**Supply network**

The bar under the picture is 20 µm long. Pins as bars on the die edge. Tap cells in grey.
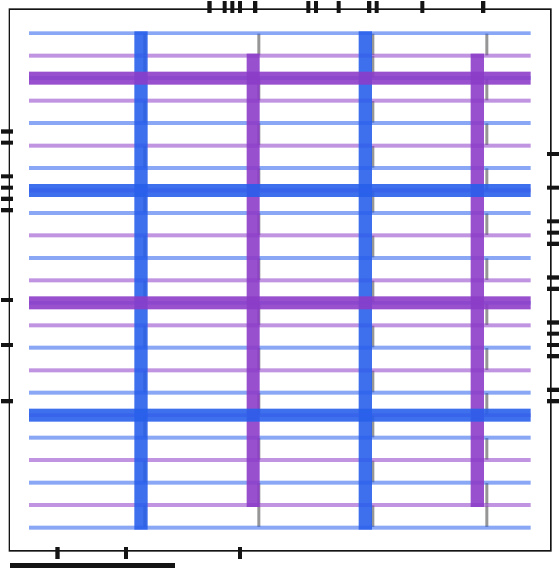
**Cells coloured by class**

The bar under the picture is 20 µm long.
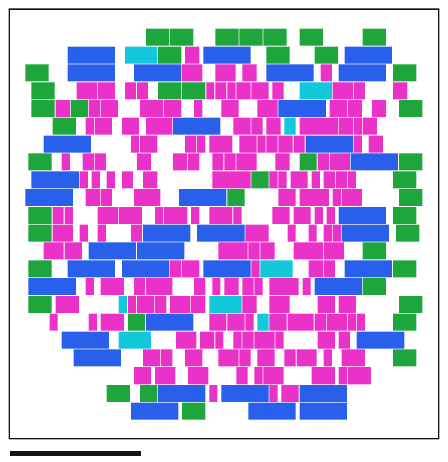
**Routed clock nets over the placement**

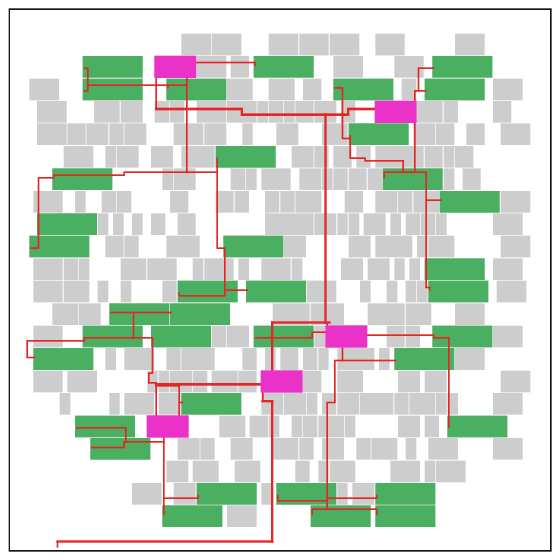
**Wiring by layer**

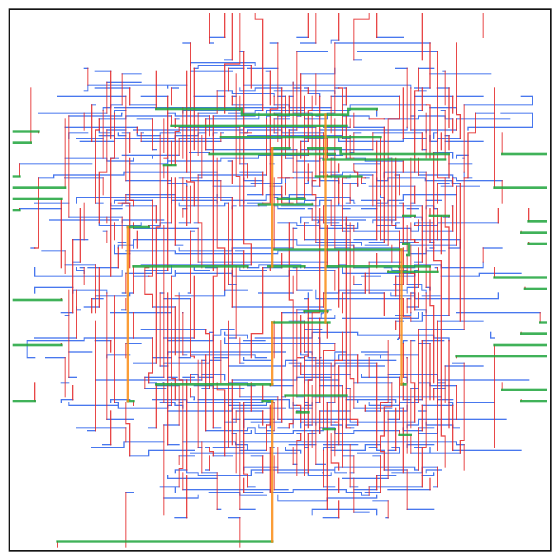
**Track usage over the die**

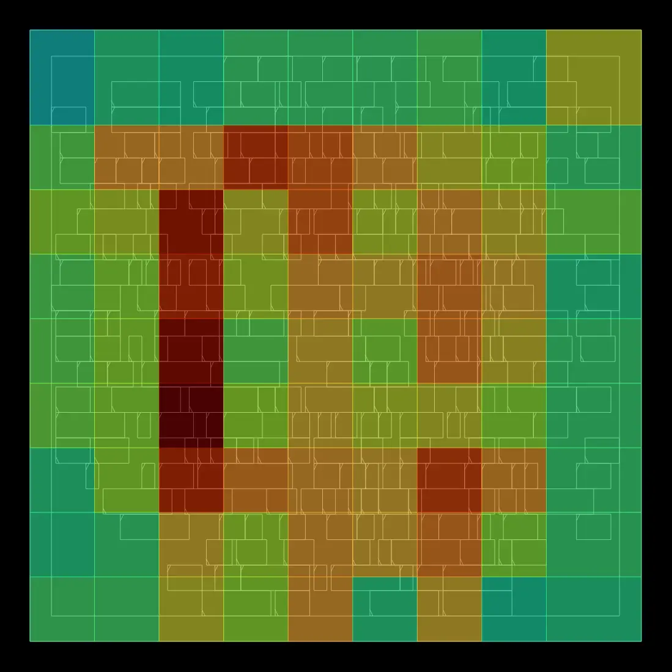
File: config.mk
export PLATFORM = sky130hd
export DESIGN_NAME = quad_tach_gen
export DESIGN_NICKNAME = d
export VERILOG_FILES = /design/src/rtl/quad_tach_gen.sv
export SDC_FILE = /design/constraint.sdc
export NUM_CORES = 1
export LEC_CHECK = 0
export CORE_MARGIN = 2
export CORE_UTILIZATION = 52
export DETAILED_ROUTE_END_ITERATION = 10
export PLACE_DENSITY = 0.8
export SLEW_MARGIN = 20
export SYNTH_ARGS = -nofsm -noshare
export SYNTH_HDL_FRONTEND = slang
export SYNTH_SLANG_ARGS = --single-unit
File: constraint.sdc
create_clock -name clk -period 3.2 [get_ports clk]
set_input_delay 0.96 -clock clk [delete_from_list [all_inputs] [get_ports clk]]
set_output_delay 0.96 -clock clk [all_outputs]
set_load 0.02 [all_outputs]
File: src/rtl/quad_tach_gen.sv
// Quadrature tach generator: emits a programmed number of {B,A} quadrature steps at a
// programmed prescaled rate and direction, loaded byte-wise from a shared write bus.
module quad_tach_gen #(
  parameter logic [1:0] RESETPHASE = 2'b00,
  parameter bit         DIRINV     = 1'b0
) (
  input  logic       clk,
  input  logic       reset,
  input  logic [7:0] wrtdata,
  input  logic       ldcntl,
  input  logic       ldcnth,
  input  logic       ldperiod,
  input  logic       dir,
  input  logic       start,
  input  logic       stop,
  input  logic       stepce,
  output logic [1:0] tach,
  output logic       busy,
  output logic       done,
  output logic [7:0] remainl,
  output logic [7:0] remainh
);

  typedef enum logic {
    IDLE = 1'b0,
    RUN  = 1'b1
  } state_t;

  state_t      state_q, state_d;
  logic [1:0]  tach_q;
  logic [15:0] count;
  logic [7:0]  period;
  logic [7:0]  prescaler;
  logic        dirlat;
  logic        done_q;

  logic        launch;
  logic        step;
  logic        zero_done;
  logic        finish_done;

  // Gray-coded walk 00->01->11->10->00 forward; rev walks it backwards.
  function automatic logic [1:0] advance(input logic [1:0] cur, input logic rev);
    logic [1:0] nxt;
    case (cur)
      2'b00:   nxt = rev ? 2'b10 : 2'b01;
      2'b01:   nxt = rev ? 2'b00 : 2'b11;
      2'b11:   nxt = rev ? 2'b01 : 2'b10;
      default: nxt = rev ? 2'b11 : 2'b00;
    endcase
    return nxt;
  endfunction

  always_comb begin
    // NOTE: every output of this block gets a default first, so no path can infer a latch.
    state_d     = state_q;
    launch      = 1'b0;
    step        = 1'b0;
    zero_done   = 1'b0;
    finish_done = 1'b0;
    case (state_q)
      IDLE: begin
        // Start decision uses the count held before any same-cycle byte load.
        if (start && !stop) begin
          if (count != 16'd0) begin
            state_d = RUN;
            launch  = 1'b1;
          end else begin
            zero_done = 1'b1;
          end
        end
      end
      RUN: begin
        if (stepce && prescaler == 8'd0) begin
          step = 1'b1;
          if (count == 16'd1) begin
            state_d     = IDLE;
            finish_done = !stop;
          end
        end
        if (stop) state_d = IDLE;
      end
      default: state_d = IDLE;
    endcase
  end

  // NOTE: sequential state uses non-blocking assignments only, so every register samples
  // the pre-edge values regardless of statement order.
  always_ff @(posedge clk) begin
    if (reset) begin
      state_q   <= IDLE;
      tach_q    <= RESETPHASE;
      count     <= 16'd0;
      period    <= 8'd0;
      prescaler <= 8'd0;
      dirlat    <= 1'b0;
      done_q    <= 1'b0;
    end else begin
      state_q <= state_d;
      done_q  <= zero_done | finish_done;
      if (ldperiod) period <= wrtdata;
      if (state_q == IDLE) begin
        if (ldcntl) count[7:0]  <= wrtdata;
        if (ldcnth) count[15:8] <= wrtdata;
      end
      if (launch) begin
        prescaler <= period;
        dirlat    <= dir ^ DIRINV;
      end
      // A period write lands at the next reload because the reload reads the old register.
      if (step) begin
        tach_q    <= advance(tach_q, dirlat);
        count     <= count - 16'd1;
        prescaler <= period;
      end else if (state_q == RUN && stepce) begin
        prescaler <= prescaler - 8'd1;
      end
    end
  end

  assign tach    = tach_q;
  assign busy    = (state_q == RUN);
  assign done    = done_q;
  assign remainl = count[7:0];
  assign remainh = count[15:8];

endmodule

==> run notes <==
The run has ended; figures from its reports follow.

The flow ran to the end, and the final reports show no timing, DRC or antenna violations. The die boundary height came out at approximately 65 µm. The later pin in the worst-skew pair is clocked with a latency of 0.30 ns. The worst setup path is launched from an input port. The post-CTS setup buffer count came out at 0.

The H-tree was split into 2 levels. The layout buffer count excluding clock buffers is roughly 42. The flow reported a cell area power density of between 400 and 500 nW/µm². The static leakage is between 0.9 and 1 nW. The path class of the tightest hold or removal check is reg2reg. The maximum clock frequency is 348 MHz.

The number of antenna violations at the first check in global routing is 0. Hold repair after CTS inserted 0 buffers. Among logic cells in the layout, the one with the most instances is sky130_fd_sc_hd__dfxtp_1. The number of sinks on the clock net is 37. The power report attributes to the sequential group a share of 0.466. The critical path capture point is count[10]. The worst pin sits at a relative slew slack of 0.587. The startpoint identified for the worst hold timing path is tach[0]. Yosys reports that the most numerous cell types are sky130_fd_sc_hd__dfxtp_1, sky130_fd_sc_hd__nor2_1, sky130_fd_sc_hd__a21oi_1. Of the total power, the clock network draws 0.283. Counting distinct cell types in the post-synthesis netlist gives approximately 54. The count of instances resized after the clock tree is built came out at 0. The die span in x came out at 65.4 µm. The run reported a max-capacitance violation count of 0.
## Picture notes: 'supply network'
Key: VDD = purple; VSS = blue
4 straps on met4. 37 signal pins sit on the boundary. The core has 22 rows. 23 met1 rails follow the rows. 48 tap cells.

## Picture notes: 'cells coloured by class'
Key: sequential cells = blue [cells 37, share of their area 31%]; clock drivers and dummy loads = cyan [cells 8, share of their area 3.4%]; remaining logic cells = magenta [cells 182, share of their area 49%]; remaining buffers and delay cells = green [cells 42, share of their area 17%]

## Picture notes: 'routed clock nets over the placement'
Key: flip-flops = green [count 37]; clock-net drivers = magenta [count 5]; clock wires = red [length 463 µm]
Position of the flops: spread over the die.

## Picture notes: 'wiring by layer'
Key: M1 = blue [wire length 2410 µm]; M3 = green [wire length 347 µm]; M4 = orange [wire length 101 µm]; M2 = red [wire length 2380 µm]

## Picture notes: 'track usage over the die'
most utilized layer in the global route result: met2
final core utilization: 0.677
wire per inst: 16.5 µm
All-Layer GR Usage: 0.256
met1 usage: 0.347

## power groups by stage
stage               sequential (W)  clock, W  combinational, W
finish                    0.000523  0.000318          0.000282
global route              0.000527  0.000342          0.000306
CTS                       0.000523  0.000321          0.000279
detailed placement        0.000533         0          0.000277
global placement          0.000532         0          0.000274
floorplan                 0.000545         0          0.000156
## cell families (layout without fill, tap and decap cells)
kind of cell               count (synthesis)  in the layout  synth area share
AOI/OAI and AO/OA                         66             66             0.235
xor gates and xnor gates                   3              3            0.0134
adders and majority gates                  3              3            0.0192
buffers and inverters                     18             57            0.0371
DFF                                       37             37             0.378
muxes                                     10             10            0.0511
and+or+nand+nor                           93             93             0.266
Power and IR drop assume default switching activity.
